==> run_1/clocks.png <==
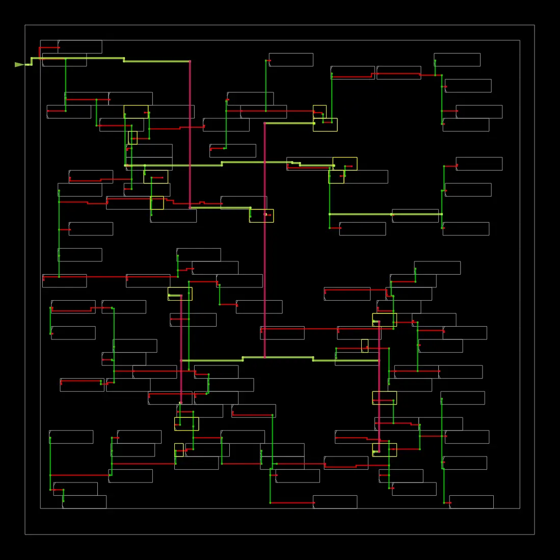
==> run_1/clk_routes.png <==
Bar = 20 um.
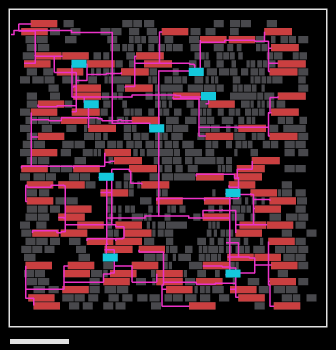
==> run_1/placement_by_type.png <==
Fill, decap, tap and diode cells in grey.
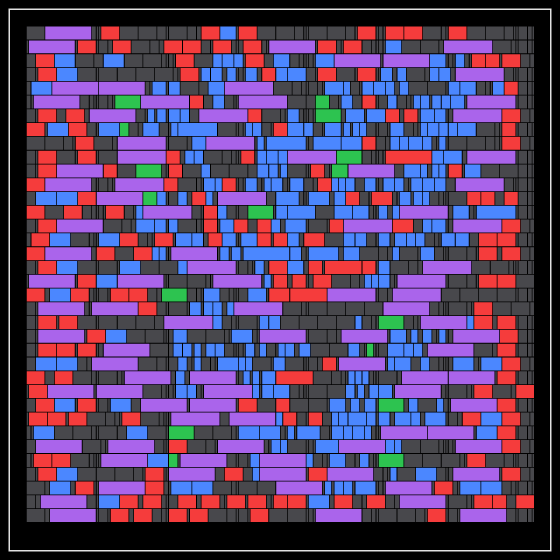
==> src/rtl/boot_pkg.sv <==
// Shared types and constants for the instruction-memory boot controller.
package boot_pkg;

   localparam int unsigned IMEM_WORDS = 43;

   typedef enum logic [1:0] {
      ST_IDLE = 2'b00,
      ST_LOAD = 2'b01,
      ST_RUN  = 2'b10,
      ST_HALT = 2'b11
   } boot_state_e;

endpackage

==> src/rtl/sync_2ff.sv <==
// Single-bit two-flop synchroniser with asynchronous active-low reset to 0.
module sync_2ff (
   input  logic clock,
   input  logic reset_n,
   input  logic d,
   output logic q
);

   logic meta;

   always_ff @(posedge clock or negedge reset_n) begin
      if (!reset_n) begin
         meta <= 1'b0;
         q    <= 1'b0;
      end else begin
         meta <= d;
         q    <= meta;
      end
   end

endmodule

==> src/rtl/imem_boot_controller.sv <==
// Sequences the core through program load (valid/ready stream into imem) and run phases,
// holding the pc in reset until a complete image has been written.
module imem_boot_controller
   import boot_pkg::*;
#(
   parameter int unsigned MEM_WORDS      = IMEM_WORDS,
   parameter int unsigned ADDR_W         = 6,
   parameter int unsigned MAX_RUN_CYCLES = 0,
   parameter int unsigned CNT_W          = 32
) (
   input  logic              clock,
   input  logic              reset_n,
   input  logic              run_switch,
   input  logic              src_valid,
   input  logic [31:0]       src_data,
   input  logic              src_last,
   output logic              src_ready,
   output logic [ADDR_W-1:0] imem_addr,
   output logic [31:0]       imem_wdata,
   output logic              imem_we,
   output logic              imem_re,
   output logic              cpu_reset,
   output logic              cpu_clk_en,
   output logic [ADDR_W:0]   load_words,
   output logic [CNT_W-1:0]  run_cycles,
   output logic [1:0]        state_o,
   output logic              err_overflow
);

   localparam logic [ADDR_W-1:0] LAST_ADDR = ADDR_W'(MEM_WORDS - 1);
   localparam bit                HALT_EN   = (MAX_RUN_CYCLES != 0);
   localparam logic [CNT_W-1:0]  HALT_AT   = CNT_W'(MAX_RUN_CYCLES - 1);

   boot_state_e       state_q;
   logic [ADDR_W-1:0] count_q;
   logic              loaded_q;
   // Set when a load ends; blocks re-entering LOAD until src_valid drops, so
   // surplus words of the finished stream are ignored rather than starting a new load.
   logic              drain_q;
   logic              rs_s;
   logic              beat;

   sync_2ff u_run_sync (
      .clock   (clock),
      .reset_n (reset_n),
      .d       (run_switch),
      .q       (rs_s)
   );

   assign src_ready = (state_q == ST_LOAD);
   assign beat      = src_valid & src_ready;
   assign state_o   = state_q;

   always_ff @(posedge clock or negedge reset_n) begin
      if (!reset_n) begin
         state_q      <= ST_IDLE;
         count_q      <= '0;
         loaded_q     <= 1'b0;
         drain_q      <= 1'b0;
         imem_addr    <= '0;
         imem_wdata   <= '0;
         imem_we      <= 1'b0;
         imem_re      <= 1'b0;
         cpu_reset    <= 1'b1;
         cpu_clk_en   <= 1'b0;
         load_words   <= '0;
         run_cycles   <= '0;
         err_overflow <= 1'b0;
      end else begin
         imem_we <= 1'b0;
         if (!src_valid) drain_q <= 1'b0;

         unique case (state_q)
            ST_IDLE: begin
               if (rs_s && loaded_q) begin
                  state_q    <= ST_RUN;
                  cpu_reset  <= 1'b0;
                  cpu_clk_en <= 1'b1;
                  imem_re    <= 1'b1;
                  run_cycles <= '0;
               end else if (!rs_s && src_valid && !drain_q) begin
                  state_q      <= ST_LOAD;
                  count_q      <= '0;
                  load_words   <= '0;
                  loaded_q     <= 1'b0;
                  err_overflow <= 1'b0;
               end
            end

            ST_LOAD: begin
               if (beat) begin
                  imem_we    <= 1'b1;
                  imem_addr  <= count_q;
                  imem_wdata <= src_data;
                  count_q    <= count_q + ADDR_W'(1);
                  if (src_last || (count_q == LAST_ADDR)) begin
                     state_q      <= ST_IDLE;
                     loaded_q     <= 1'b1;
                     drain_q      <= 1'b1;
                     load_words   <= {1'b0, count_q} + (ADDR_W + 1)'(1);
                     err_overflow <= ~src_last;
                  end
               end
            end

            ST_RUN: begin
               if (run_cycles != '1) run_cycles <= run_cycles + CNT_W'(1);
               if (!rs_s) begin
                  state_q    <= ST_IDLE;
                  cpu_reset  <= 1'b1;
                  cpu_clk_en <= 1'b0;
                  imem_re    <= 1'b0;
               end else if (HALT_EN && (run_cycles == HALT_AT)) begin
                  state_q    <= ST_HALT;
                  cpu_clk_en <= 1'b0;
                  imem_re    <= 1'b0;
               end
            end

            ST_HALT: begin
               if (!rs_s) begin
                  state_q   <= ST_IDLE;
                  cpu_reset <= 1'b1;
               end
            end
         endcase
      end
   end

endmodule

==> config.mk <==
export PLATFORM = sky130hd
export DESIGN_NAME = imem_boot_controller
export DESIGN_NICKNAME = d
export VERILOG_FILES = /design/src/rtl/boot_pkg.sv /design/src/rtl/sync_2ff.sv /design/src/rtl/imem_boot_controller.sv
export SDC_FILE = /design/constraint.sdc
export NUM_CORES = 1
export LEC_CHECK = 0
export CORE_MARGIN = 3
export CORE_UTILIZATION = 43
export DETAILED_ROUTE_END_ITERATION = 12
export MAX_ROUTING_LAYER = met4
export PLACE_DENSITY_LB_ADDON = 0.05
export SKIP_CTS_REPAIR_TIMING = 1
export SYNTH_ARGS = -nofsm -noshare
export SYNTH_HDL_FRONTEND = slang
export SYNTH_SLANG_ARGS = --single-unit
==> constraint.sdc <==
create_clock -name clock -period 2.06 [get_ports clock]
set_input_delay 0.206 -clock clock [delete_from_list [all_inputs] [get_ports clock]]
set_output_delay 0.206 -clock clock [all_outputs]
set_load 0.05 [all_outputs]
==> metrics.cfg, run 1 <==
[timing]
worstMarginPinSlew_ns=0.573
finClkSkew_ns=0.0117
finalSetupViolCount=0
final_hold_viol_count=0
finalCriticalPeriod_ns=2.02
period_used_share=0.979
relSlewSlack=0.617
rsz0062_at_grt=yes
max_freq_ghz=0.496

[die]
fp.dieW_um=107
rows=36
fp_util=0.443
coreArea_mm2=0.00982

[drt]
routed.top_layer=met4
num_vias=3842
vias_per_cell=5.44
first_iter_violations=196
drtAntennaViolNets=0
wl_met3_um=962

[synth]
synthArstFlopShare=1.00
top_cell_area_share=0.529
edf_count=0
fp_nets=439
mappedNetlistArea_mm2=0.00435
ys_top_cells_by_area=dfrtp_1 53%, mux2_2 10%, o21ai_0 3.2%, nand3_1 2.8%, nand2_1 2.3%
synthDistinctLibCells=51

[flow_run]
warnings=29

[worst_setup_path]
critPathRequiredTime_ns=2.32
cp_max_fo=8
critPathKind=flop to flop
worst-path-stages=6
slowest_delay_ns=0.61
arrival_ns=2.28
worstSetupStartpointType=flop
rr_worst_depth=6
crit_slowest_cell=or4_4

[layout]
largest_registers=imem_wdata (32), run_cycles (32), load_words (7)
drive_above_1_share=0.279
final-clk-cell-share=0.0273
seq_area_mm2=0.00236
nonClkBufAreaFrac=0.259
lay_top_count=clkdlybuf4s50_1
fin_nets=608
largest_class=sequential cells
logic_area_mm2=0.00198
area_growth_pct=47.4
nMultiInputCombCells=278
fin_cells=706
lay_top_cells=119 x clkdlybuf4s50_1, 63 x dfrtp_1, 44 x buf_4
sh_comb_area=0.309

[global_route]
use_met2=0.325
antenna_found_initial=0
grt_max_degree=43
gr-usage-all-layers=0.215
grt_overflow=0
grt_pass1_wl_mm=19.1

[worst_hold_path]
hold_path_class=primary input to flop
hp-start=run_switch

[pwr]
p_total_mw=7.83
leakage_nw=2.81

[cts]
clock_latency_ns=0.38
clkTransAtPathRegs_ns=0.09

[placed_design]
dpl.cell_count=682

[status]
status=completed

Back to the opening pictures, clocks.png:
clock tree sinks: 93
cts bufs inserted: 9

Back to the opening pictures, clk_routes.png:
magenta -> clock wires  # length 1170 um
red -> flip-flops  # count 93
cyan -> clock drivers  # count 9
flops lie = widely spread
routed clock nets = 10

Back to the opening pictures, placement_by_type.png:
green -> clock drivers and dummy loads  # cells 16, share of their area 2.8%
purple -> sequential cells  # cells 93, share of their area 38%
blue -> combinational and other logic  # cells 292, share of their area 33%
red -> remaining buffers and delay cells  # cells 172, share of their area 27%

[run 1: worst register-to-register path, delay by kind of cell (launching register included)]
family                 cells  cell delay [ns]
AND-OR/OR-AND              2             0.51
buffers and inverters      1             0.18
flip-flops                 1             0.43
AND/OR/NAND/NOR            3             0.79
[run 1: kinds of logic after synthesis]
kind of cell,count (synthesis),synth area share
AOI/OAI and AO/OA,87,0.135
xor gates and xnor gates,4,0.00806
adders and majority gates,3,0.00863
buffers and inverters,30,0.0345
DFF,93,0.536
muxes,42,0.108
and+or+nand+nor,140,0.170
[run 1: report_power, final]
group / switching [mW] / internal, mW / total, mW
logic: 2.55 / 1.54 / 4.09
clock network: 0.661 / 0.472 / 1.13
registers: 0.306 / 2.30 / 2.61
total: 3.52 / 4.31 / 7.83
==> inputs of run 2 (changes only) <==
Settings changed: CORE_ASPECT_RATIO from default to 1.25, CTS_CLUSTER_DIAMETER from default to 80, SLEW_MARGIN from default to 10.
==> run_2/clk_routes.png <==
Bar = 20 um.
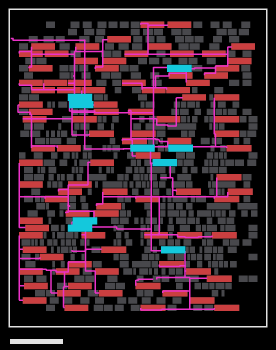
cyan -> clock drivers  # count 9
magenta -> clock wires  # length 1140 um
red -> flip-flops  # count 93
routed clock nets = 10
flops lie = widely spread

==> run_2/wires.png <==
Bar = 20 um. Only two layers are drawn.
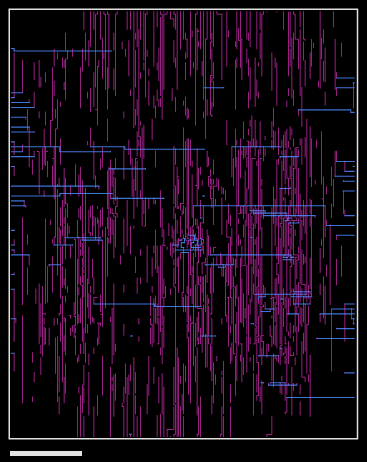
blue -> metal 3  # wire length 619 um
magenta -> metal 2  # wire length 6490 um

==> run 2 against run 1 <==
Largest power group unchanged. Global-route usage is 0.42 points higher. Hold slack improved by 0.017 ns. Synthesized cell count unchanged. Synthesized area unchanged. Routed wire length up 3.9%. Setup slack worse by 0.027 ns. Sequential power barely moved. Clock skew fell by 0.0034 ns. Clock power rose by 46%. Cell count is 0.85% higher. Largest cell class unchanged. Utilization rose by 2.8 points. First-iteration DRC count down 4.1%.
==> metrics.cfg, run 2 <==
[worst_setup_path]
worstPathCellList=nand4_4 -> or4_4 -> o21a_4 -> and3_1 -> a211o_1
arrival_ns=2.26  ; -0.02 ns
worstSetupStartpointType=flop
critPathRequiredTime_ns=2.28  ; -0.04 ns
critPathKind=flop to flop
crit_slowest_cell=or4_4
ff2ff_setup_slack_ns=0.02
cp_max_fo=22  ; +14
rr_worst_depth=5  ; -1
worst-path-stages=5  ; -1
endpoint=run_cycles[14]$_DFFE_PN0P_
slowest_delay_ns=0.59  ; -0.02 ns

[worst_hold_path]
hp-start=run_switch
hold_path_class=primary input to flop

[pwr]
power_density_mw_per_mm2=1250
clock_power_mw=1.65  ; +46%
leakage_nw=2.94  ; +4.7%
powerSeq_mw=2.58  ; about the same
p_comb_frac=0.490  ; -0.032
intPower_mw=4.77  ; +11%
p_total_mw=8.30  ; +5.9%
power.switching_mw=3.53  ; +0.24%
ir_drop_mv=1.01
powerComb_mw=4.07  ; about the same
clockPowerShare=0.199  ; +0.054
power-top-group=combinational logic
swShare=0.425  ; -0.0242
p_seq_frac=0.311  ; -0.022

[global_route]
grt_pass1_wl_mm=19.2  ; +0.36%
gr-usage-all-layers=0.220  ; +0.00425
antenna_found_initial=0  ; unchanged
grt_overflow=0  ; unchanged
grt_max_degree=44  ; +2.3%

[timing]
period_used_share=0.992  ; +0.0132
final_hold_viol_count=0  ; unchanged
max_freq_ghz=0.489  ; -1.3%
finClkSkew_ns=0.00829  ; -0.00344 ns
finalSetupViolCount=0  ; unchanged
worstMarginPinSlew_ns=0.557  ; -0.0162 ns
finalCriticalPeriod_ns=2.04  ; +0.0272 ns
relSlewSlack=0.629  ; +0.0120

[layout]
logic_area_mm2=0.00197  ; -0.63%
post-route-util=0.680
nMultiInputCombCells=276  ; -0.72%
final-clk-cell-share=0.0443  ; +0.0170
inverters=14
sh_comb_area=0.297  ; -0.0126
fin_cells=712  ; +0.85%
lay_top_count=clkdlybuf4s50_1
largest_class=sequential cells
fin_nets=621  ; +2.1%
seq_area_mm2=0.00236  ; about the same
final.clkbuf_count=11
area_growth_pct=52.7
nonClkBufAreaFrac=0.270  ; +0.0112
drive_above_1_share=0.295  ; +0.0160
lay_top_cells=119 x clkdlybuf4s50_1, 64 x dfrtp_1, 59 x buf_4

[status]
status=completed

[cts]
clkTransAtPathRegs_ns=0.07  ; -0.02 ns
cts.sink_count=93  ; unchanged
clock_latency_ns=0.33  ; -0.05 ns
cts_buffers=9  ; unchanged

[synth]
synthDistinctLibCells=51  ; unchanged
top_cell_area_share=0.529  ; unchanged
mappedNetlistArea_mm2=0.00435  ; unchanged
edf_count=0  ; unchanged
fp_nets=439  ; unchanged
synthArstFlopShare=1.00  ; unchanged
ys_warn_count=0
synth_area_per_cell_um2=10.9
synthCells=399

[die]
coreArea_mm2=0.00976  ; -0.61%
fp.dieW_um=95.9  ; -10%
fp_util=0.446  ; +0.00272
rows=40  ; +11%

[drt]
num_vias=3966  ; +3.2%
first_iter_violations=188  ; -4.1%
vias_per_cell=5.57  ; +2.4%
drtAntennaViolNets=0  ; unchanged
totalWireLength_mm=12.1

[placed_design]
dpl.cell_count=688  ; +0.88%

[flow_run]
warnings=28  ; -3.4%

==> run_2/flops_by_reg.png <==
Bar = 20 um. Other sequential cells in the stronger grey, the rest of the logic in the fainter grey.
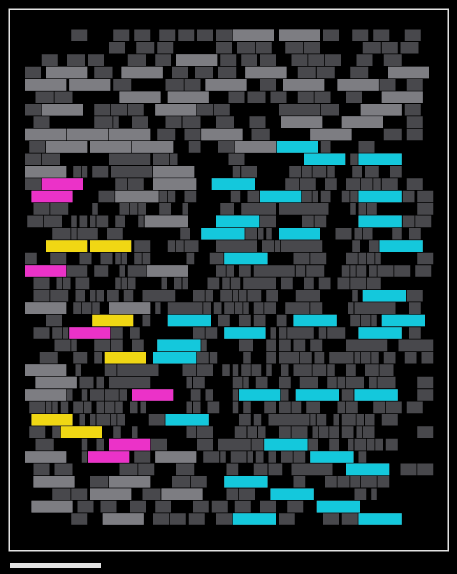
yellow -> count_q  # sequential cells 6
cyan -> run_cycles  # sequential cells 32
magenta -> load_words  # sequential cells 7

[run 2: cell counts after synthesis]
Identical to the previous run, type by type.
[run 2: cells by family (layout without fill, tap and decap cells)]
| group | Yosys count | after routing | share of synthesized area |
|---|---|---|---|
| xor+xnor | 4 | 4 | 0.00806 |
| flops | 93 | 93 | 0.536 |
| mux | 42 | 42 | 0.108 |
| fa+ha+maj | 3 | 3 | 0.00863 |
| buf+inv | 30 | 217 | 0.0345 |
| simple gates | 140 | 140 | 0.170 |
| compound gates | 87 | 87 | 0.135 |
[run 2: per-layer routing]
layer	track usage	vias to the layer above	share of wire
met5	-	-	0
met4	0.0596	0	0.019
met3	0.0401	22	0.051
met2	0.380	136	0.54
met1	0.259	1962	0.39
li1	-	1846	-
Power is estimated from default activity; no workload was simulated.
